## config.mk

```make
export PLATFORM = sky130hd
export DESIGN_NAME = led_mode_scheduler
export DESIGN_NICKNAME = d
export VERILOG_FILES = /design/src/rtl/led_sched_pkg.sv /design/src/rtl/rr_next_set.sv /design/src/rtl/led_mode_scheduler.sv
export SDC_FILE = /design/constraint.sdc
export NUM_CORES = 1
export LEC_CHECK = 0
export ABC_AREA = 1
export CAP_MARGIN = 20
export CORE_UTILIZATION = 30
export CTS_CLUSTER_DIAMETER = 200
export DETAILED_ROUTE_END_ITERATION = 10
export PLACE_DENSITY = 0.44
export SKIP_CTS_REPAIR_TIMING = 1
export SLEW_MARGIN = 25
export SYNTH_ARGS = -nofsm -noshare
export SYNTH_HDL_FRONTEND = slang
export SYNTH_SLANG_ARGS = --single-unit
```

## constraint.sdc

```tcl
create_clock -name clk -period 5.3 [get_ports clk]
set_input_delay 1.325 -clock clk [delete_from_list [all_inputs] [get_ports clk]]
set_output_delay 1.325 -clock clk [all_outputs]
set_load 0.02 [all_outputs]
```

## src/rtl/led_sched_pkg.sv

```systemverilog
// Shared definitions for the LED mode scheduler.
//   sched_state_e : scheduler FSM states (idle, dwelling on a mode, blanking gap)
//   sel_width()   : width of a mux select able to address n modes
package led_sched_pkg;

  typedef enum logic [1:0] {
    ST_IDLE  = 2'd0,
    ST_DWELL = 2'd1,
    ST_BLANK = 2'd2
  } sched_state_e;

  function automatic int sel_width(input int n);
    return (n > 1) ? $clog2(n) : 1;
  endfunction

endpackage

```

## src/rtl/rr_next_set.sv

```systemverilog
// Combinational circular search for the first set mask bit strictly after an
// index. The index itself is the last candidate, so a mask holding only the
// current bit returns the current index.
//   i_mask  : candidate bit set
//   i_idx   : starting index (not itself preferred)
//   o_found : mask has at least one set bit
//   o_index : first set bit after i_idx, wrapping N-1 -> 0
module rr_next_set #(
  parameter int N  = 4,
  parameter int IW = 2
) (
  input  logic [N-1:0]  i_mask,
  input  logic [IW-1:0] i_idx,
  output logic          o_found,
  output logic [IW-1:0] o_index
);

  int best;
  int off;

  always_comb begin
    o_found = |i_mask;
    o_index = i_idx;
    best    = N + 1;
    off     = 0;
    for (int j = 0; j < N; j++) begin
      // Circular distance from i_idx to j; j == i_idx counts as a full turn.
      off = j - int'(i_idx);
      if (off <= 0) off = off + N;
      if (i_mask[j] && (off < best)) begin
        best    = off;
        o_index = IW'(j);
      end
    end
  end

endmodule

```

## src/rtl/led_mode_scheduler.sv

```systemverilog
// Sequencer for the LED display datapath. Rotates the display mux select
// through the enabled modes, holding each for a programmable dwell, with an
// optional blanking gap between modes, and gates the free-running counter.
// Configuration is double-buffered: writes land in a shadow copy and only
// reach the running config at an apply point (every IDLE cycle, every manual
// DWELL cycle, or the final cycle of an auto dwell).
//   clk, i_reset_n : clock, synchronous active-low reset
//   i_enable       : run enable (level)
//   i_cfg_valid    : capture i_auto/i_manual_sel/i_mode_mask/i_dwell
//   o_select       : registered mux select
//   o_counter_en   : counter enable (high while dwelling)
//   o_blank        : high during the blanking gap
//   o_switch       : one-cycle pulse in the first cycle of a new select
module led_mode_scheduler
  import led_sched_pkg::*;
#(
  parameter int N_STATES     = 4,
  parameter int SEL_WIDTH    = sel_width(N_STATES),
  parameter int DWELL_WIDTH  = 32,
  parameter int BLANK_CYCLES = 0
) (
  input  logic                   clk,
  input  logic                   i_reset_n,
  input  logic                   i_enable,
  input  logic                   i_cfg_valid,
  input  logic                   i_auto,
  input  logic [SEL_WIDTH-1:0]   i_manual_sel,
  input  logic [N_STATES-1:0]    i_mode_mask,
  input  logic [DWELL_WIDTH-1:0] i_dwell,
  output logic [SEL_WIDTH-1:0]   o_select,
  output logic                   o_counter_en,
  output logic                   o_blank,
  output logic                   o_switch
);

  localparam int BW = (BLANK_CYCLES > 1) ? $clog2(BLANK_CYCLES) : 1;
  localparam logic [BW-1:0] B_LAST = BW'(BLANK_CYCLES - 1);

  sched_state_e state_q, state_d;

  logic [SEL_WIDTH-1:0]   sel_q, sel_d;
  logic [SEL_WIDTH-1:0]   pend_q, pend_d;
  logic [DWELL_WIDTH-1:0] cnt_q, cnt_d;
  logic [BW-1:0]          bcnt_q, bcnt_d;
  logic                   en_q, en_d;
  logic                   blank_q, blank_d;
  logic                   switch_q, switch_d;

  // Shadow next-state doubles as the effective config at an apply point, so
  // a write coinciding with an apply point takes effect immediately.
  logic                   sh_auto_q, sh_auto_d;
  logic [SEL_WIDTH-1:0]   sh_sel_q, sh_sel_d;
  logic [N_STATES-1:0]    sh_mask_q, sh_mask_d;
  logic [DWELL_WIDTH-1:0] sh_dwell_q, sh_dwell_d;

  // Select and mask are only consulted at apply points, where the freshly
  // applied value is used directly, so only auto and dwell need a running copy.
  logic                   act_auto_q, act_auto_d;
  logic [DWELL_WIDTH-1:0] act_dwell_q, act_dwell_d;

  logic [DWELL_WIDTH-1:0] dwell_last;
  logic                   apply;
  logic                   nx_found;
  logic [SEL_WIDTH-1:0]   nx_idx;

  assign sh_auto_d  = i_cfg_valid ? i_auto       : sh_auto_q;
  assign sh_sel_d   = i_cfg_valid ? i_manual_sel : sh_sel_q;
  assign sh_mask_d  = i_cfg_valid ? i_mode_mask  : sh_mask_q;
  assign sh_dwell_d = i_cfg_valid ? i_dwell      : sh_dwell_q;

  // A dwell of 0 behaves as 1.
  assign dwell_last = (act_dwell_q == '0) ? '0 : act_dwell_q - DWELL_WIDTH'(1);

  // Manual mode has no dwell to finish, so every manual cycle is an apply point.
  assign apply = (state_q == ST_IDLE) ||
                 ((state_q == ST_DWELL) && (!act_auto_q || (cnt_q == dwell_last)));

  assign act_auto_d  = apply ? sh_auto_d  : act_auto_q;
  assign act_dwell_d = apply ? sh_dwell_d : act_dwell_q;

  rr_next_set #(
    .N  (N_STATES),
    .IW (SEL_WIDTH)
  ) u_next (
    .i_mask  (sh_mask_d),
    .i_idx   (sel_q),
    .o_found (nx_found),
    .o_index (nx_idx)
  );

  always_ff @(posedge clk) begin
    if (!i_reset_n) state_q <= ST_IDLE;
    else            state_q <= state_d;
  end

  always_comb begin
    state_d = state_q;
    sel_d   = sel_q;
    pend_d  = pend_q;
    cnt_d   = cnt_q;
    bcnt_d  = bcnt_q;
    case (state_q)
      ST_IDLE: begin
        cnt_d = '0;
        if (i_enable) state_d = ST_DWELL;
      end
      ST_DWELL: begin
        if (apply) begin
          cnt_d = '0;
          if (!sh_auto_d) begin
            // Out-of-range manual selects leave the display where it is.
            if (32'(sh_sel_d) < N_STATES) sel_d = sh_sel_d;
          end else if (act_auto_q && nx_found && (nx_idx != sel_q)) begin
            if (BLANK_CYCLES == 0) begin
              sel_d = nx_idx;
            end else begin
              state_d = ST_BLANK;
              pend_d  = nx_idx;
              bcnt_d  = '0;
            end
          end
        end else begin
          cnt_d = cnt_q + DWELL_WIDTH'(1);
        end
      end
      ST_BLANK: begin
        if (bcnt_q == B_LAST) begin
          state_d = ST_DWELL;
          sel_d   = pend_q;
          cnt_d   = '0;
        end else begin
          bcnt_d = bcnt_q + BW'(1);
        end
      end
      default: state_d = ST_IDLE;
    endcase
    // Disable wins everywhere: any pending mode change is dropped.
    if (!i_enable) begin
      state_d = ST_IDLE;
      sel_d   = sel_q;
      cnt_d   = '0;
    end
  end

  always_comb begin
    en_d     = (state_d == ST_DWELL);
    blank_d  = (state_d == ST_BLANK);
    switch_d = (sel_d != sel_q);
  end

  always_ff @(posedge clk) begin
    if (!i_reset_n) begin
      sel_q       <= '0;
      pend_q      <= '0;
      cnt_q       <= '0;
      bcnt_q      <= '0;
      en_q        <= 1'b0;
      blank_q     <= 1'b0;
      switch_q    <= 1'b0;
      sh_auto_q   <= 1'b0;
      sh_sel_q    <= '0;
      sh_mask_q   <= N_STATES'(1);
      sh_dwell_q  <= DWELL_WIDTH'(1);
      act_auto_q  <= 1'b0;
      act_dwell_q <= DWELL_WIDTH'(1);
    end else begin
      sel_q       <= sel_d;
      pend_q      <= pend_d;
      cnt_q       <= cnt_d;
      bcnt_q      <= bcnt_d;
      en_q        <= en_d;
      blank_q     <= blank_d;
      switch_q    <= switch_d;
      sh_auto_q   <= sh_auto_d;
      sh_sel_q    <= sh_sel_d;
      sh_mask_q   <= sh_mask_d;
      sh_dwell_q  <= sh_dwell_d;
      act_auto_q  <= act_auto_d;
      act_dwell_q <= act_dwell_d;
    end
  end

  assign o_select     = sel_q;
  assign o_counter_en = en_q;
  assign o_blank      = blank_q;
  assign o_switch     = switch_q;

endmodule

```

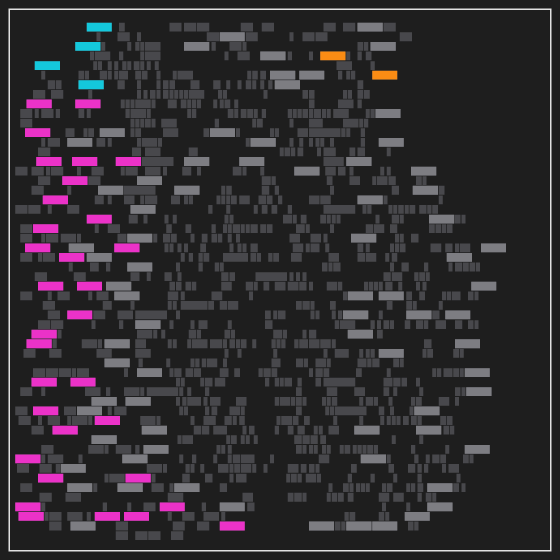
Run 1: where the registers sit
Other sequential cells in the stronger grey, the rest of the logic in the fainter grey.
name in the netlist	colour	sequential cells
sh_dwell_q	magenta	32
state_q	orange	2
sh_mask_q	cyan	4
not coloured	74
sequential power: 0.000920 W
final core occ: 35.31%
sequential portion of the cell area: 28.74%
register area: 2242 sq um

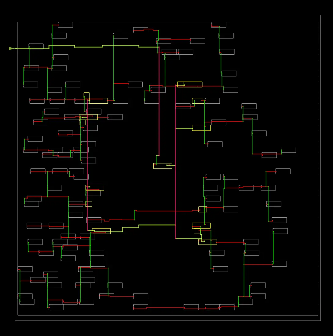
Run 1: clock wiring as the flow saved it
sequential cell count of the final layout: 112
CLK BUF: 9
total clock buffers created by CTS: 9
Power Clock: 0.000699 W
Worst Skew: 0.01574 ns

==> commit_impl_results.txt, run 1 <==
Record implementation results from latest flow run

- DR vias/cell: about 4.7
- Final worst setup slack: ~1.1 ns
- Sequential-to-total area share from yosys stat: approximately a third
- Placed cell areas: roughly 7500 sq um
* Combinational Area: between 4000 and 5000 sq um
- The Yosys step of the flow raised 0 warnings.
* Number of nets in the layout: approximately 1100
* Worst R2R Path Depth: 22
- The script logs the mean routed wire length per placed instance as 14.07 microns.
* Inverter tally of the final layout excluding the clock network: 106
* Syn nets: ~1000
* FMAX: roughly 240 MHz
- Per the synthesis report, the simple-gate share of the synthesized area is approximately a third.
* Number of cells in the finished layout apart from fillers: 1288
* Leading cell type in the layout, fill and taps excluded: sky130_fd_sc_hd__nand2_1
- After filler insertion, the fill cell instance count of the layout stands at approximately 2300.
- The largest individual stage delay along the critical path comes from the cell sky130_fd_sc_hd__clkdlybuf4s50_1.
- Per the detail_route log, met2 wirelength is between 7 and 8 mm.
* Worst hold-check path type: flop to flop
- Critical path startpoint category: primary input
- The area growth from synthesis to layout is 13.88%.
- Per the GRT congestion report, total overflow comes to 0.
* Final number of setup-violating endpoints: 0
* Largest non-sequential cell family by area: simple AND/OR/NAND/NOR gates
- Dominant delay contributor by cell family on the critical path: simple AND/OR/NAND/NOR gates
* Via count of the first global-routing pass: roughly 5700
- Along the critical path, the tally of buffer and inverter instances is 2.
* Crit end category: flop
- Leading cell type by number of instances after synthesis: sky130_fd_sc_hd__nand2_1
- After detailed routing, the wire length on met1 is around 9.9 mm.
* Largest contributor to cell area by class: logic gates
- # H-tree levels: 3
* Final hold violation count: 0
- Proportion of synthesized area in mux cells: under 10%
- 0 antenna diodes ended up in the layout.
- The mapped netlist covers ~6900 sq um.
* Status: complete, no violations
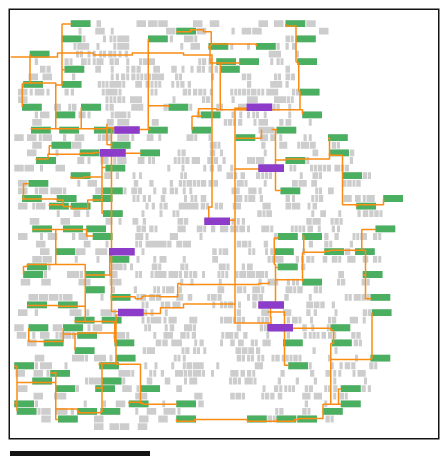
Run 1: clock wires, drivers and flops
Bar = 50 microns.
[cells driving clock nets] purple | count: 9
[flip-flops] green | count: 112
[clock wires] orange | length: 1660 microns
routed clock nets	10
flops lie	widely spread
Clk pwr share: 34.6%
worst-skew pair later-pin latency: 0.37 ns

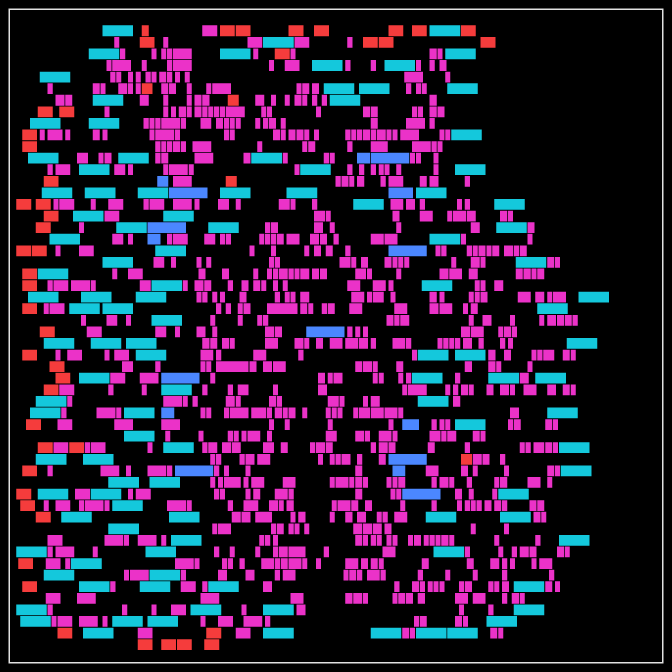
Run 1: placement by cell class
class	colour	cells
clock drivers and dummy loads	blue	16
all other logic	magenta	829
other buffers and delay cells	red	51
flops	cyan	112
area of the core: 22090 sq um
Core Rows: 54
fin area: 7801 sq um

==> inputs of run 2 (changes only) <==
- PLACE_DENSITY: 0.44 -> 0.46
- clock period: 5.3 -> 3.82 ns (I/O delays scaled with it)
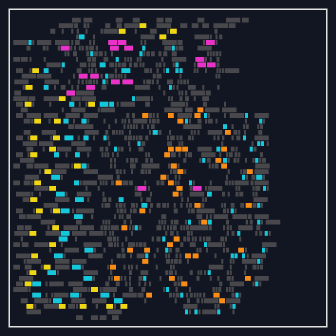
Run 2: gate-type map
family	colour	cells	most used
inverting AOI/OAI gates	cyan	100	a21oi_1
XOR/XNOR gates	orange	42	xor2_1
multiplexers	yellow	35	mux2i_1
adder and majority cells	magenta	17	ha_1
number of cells in the finished layout apart from fillers: 1314
leading cell type in the layout, fill and taps excluded: sky130_fd_sc_hd__nand2_1

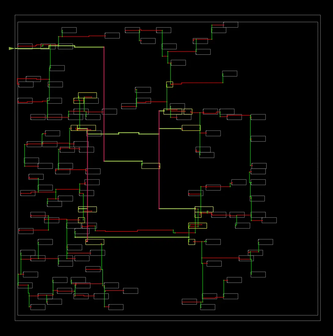
Run 2: clock wiring as the flow saved it
Power Clock: 0.000973 W
Worst Skew: 0.01454 ns
CLK BUF: 10
Sink Count: 112
worst-skew pair later-pin latency: 0.36 ns

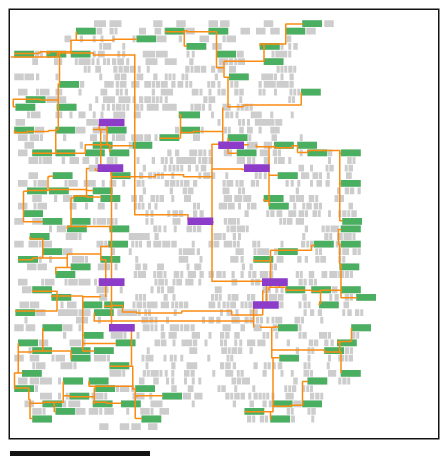
Run 2: clock wires, drivers and flops
Bar = 50 microns.
[cells driving clock nets] purple | count: 9
[flip-flops] green | count: 112
[clock wires] orange | length: 1660 microns
routed clock nets	10
flops lie	widely spread
Clk pwr share: 34.3%

==> run 2 against run 1 <==
Against the previous run: via count increased by 1.2%; final cell count increased by 2.0%; global-route usage decreased by 0.44 points; clock power increased by 39%.
==> commit_impl_results.txt, run 2 <==
Record implementation results from latest flow run

- Sequential portion of the cell area: 27.71% (-1.0 points)
* Total clock buffers created by CTS: 9 (unchanged)
- The utilization of the core after routing is 36.65% (+1.3 points).
- Register area: 2243 sq um (about the same)
- The area of the core came to 22090 sq um (unchanged).
- The number of fill cells is 2367 (+1.4%).
- Final number of setup-violating endpoints: 0 (unchanged)
- Proportion of synthesized area in mux cells: 5.114% (unchanged)
* Met2 layer wire length in the routed design: 7.729 mm (+2.0%)
- The combined area of the multi-input logic cells is 4065 sq um (+1.1%).
- Critical path startpoint category: primary input
- Dominant delay contributor by cell family on the critical path: simple AND/OR/NAND/NOR gates
* Number of nets in the layout: 1089 (+2.4%)
* Via count of the first global-routing pass: 5770 (+1.1%)
* Combined area of all synthesized cells: 6850 sq um (unchanged)
- The number of rows in the core area was 54 (unchanged).
- Final hold violation count: 0 (unchanged)
- Crit path buf inv count: 1 (-1)
- Fin area: 8097 sq um (+3.8%)
- Syn nets: 1035 (unchanged)
* Status: complete, no violations
- The sequential-to-total area share from yosys stat was 32.73% (unchanged).
* Worst hold-check path type: flop to flop
- Total overflow reported by the global router: 0 (unchanged)
- Sequential power: 0.00127 W (+38%)
- Crit end category: flop
Power is estimated from default activity; no workload was simulated.
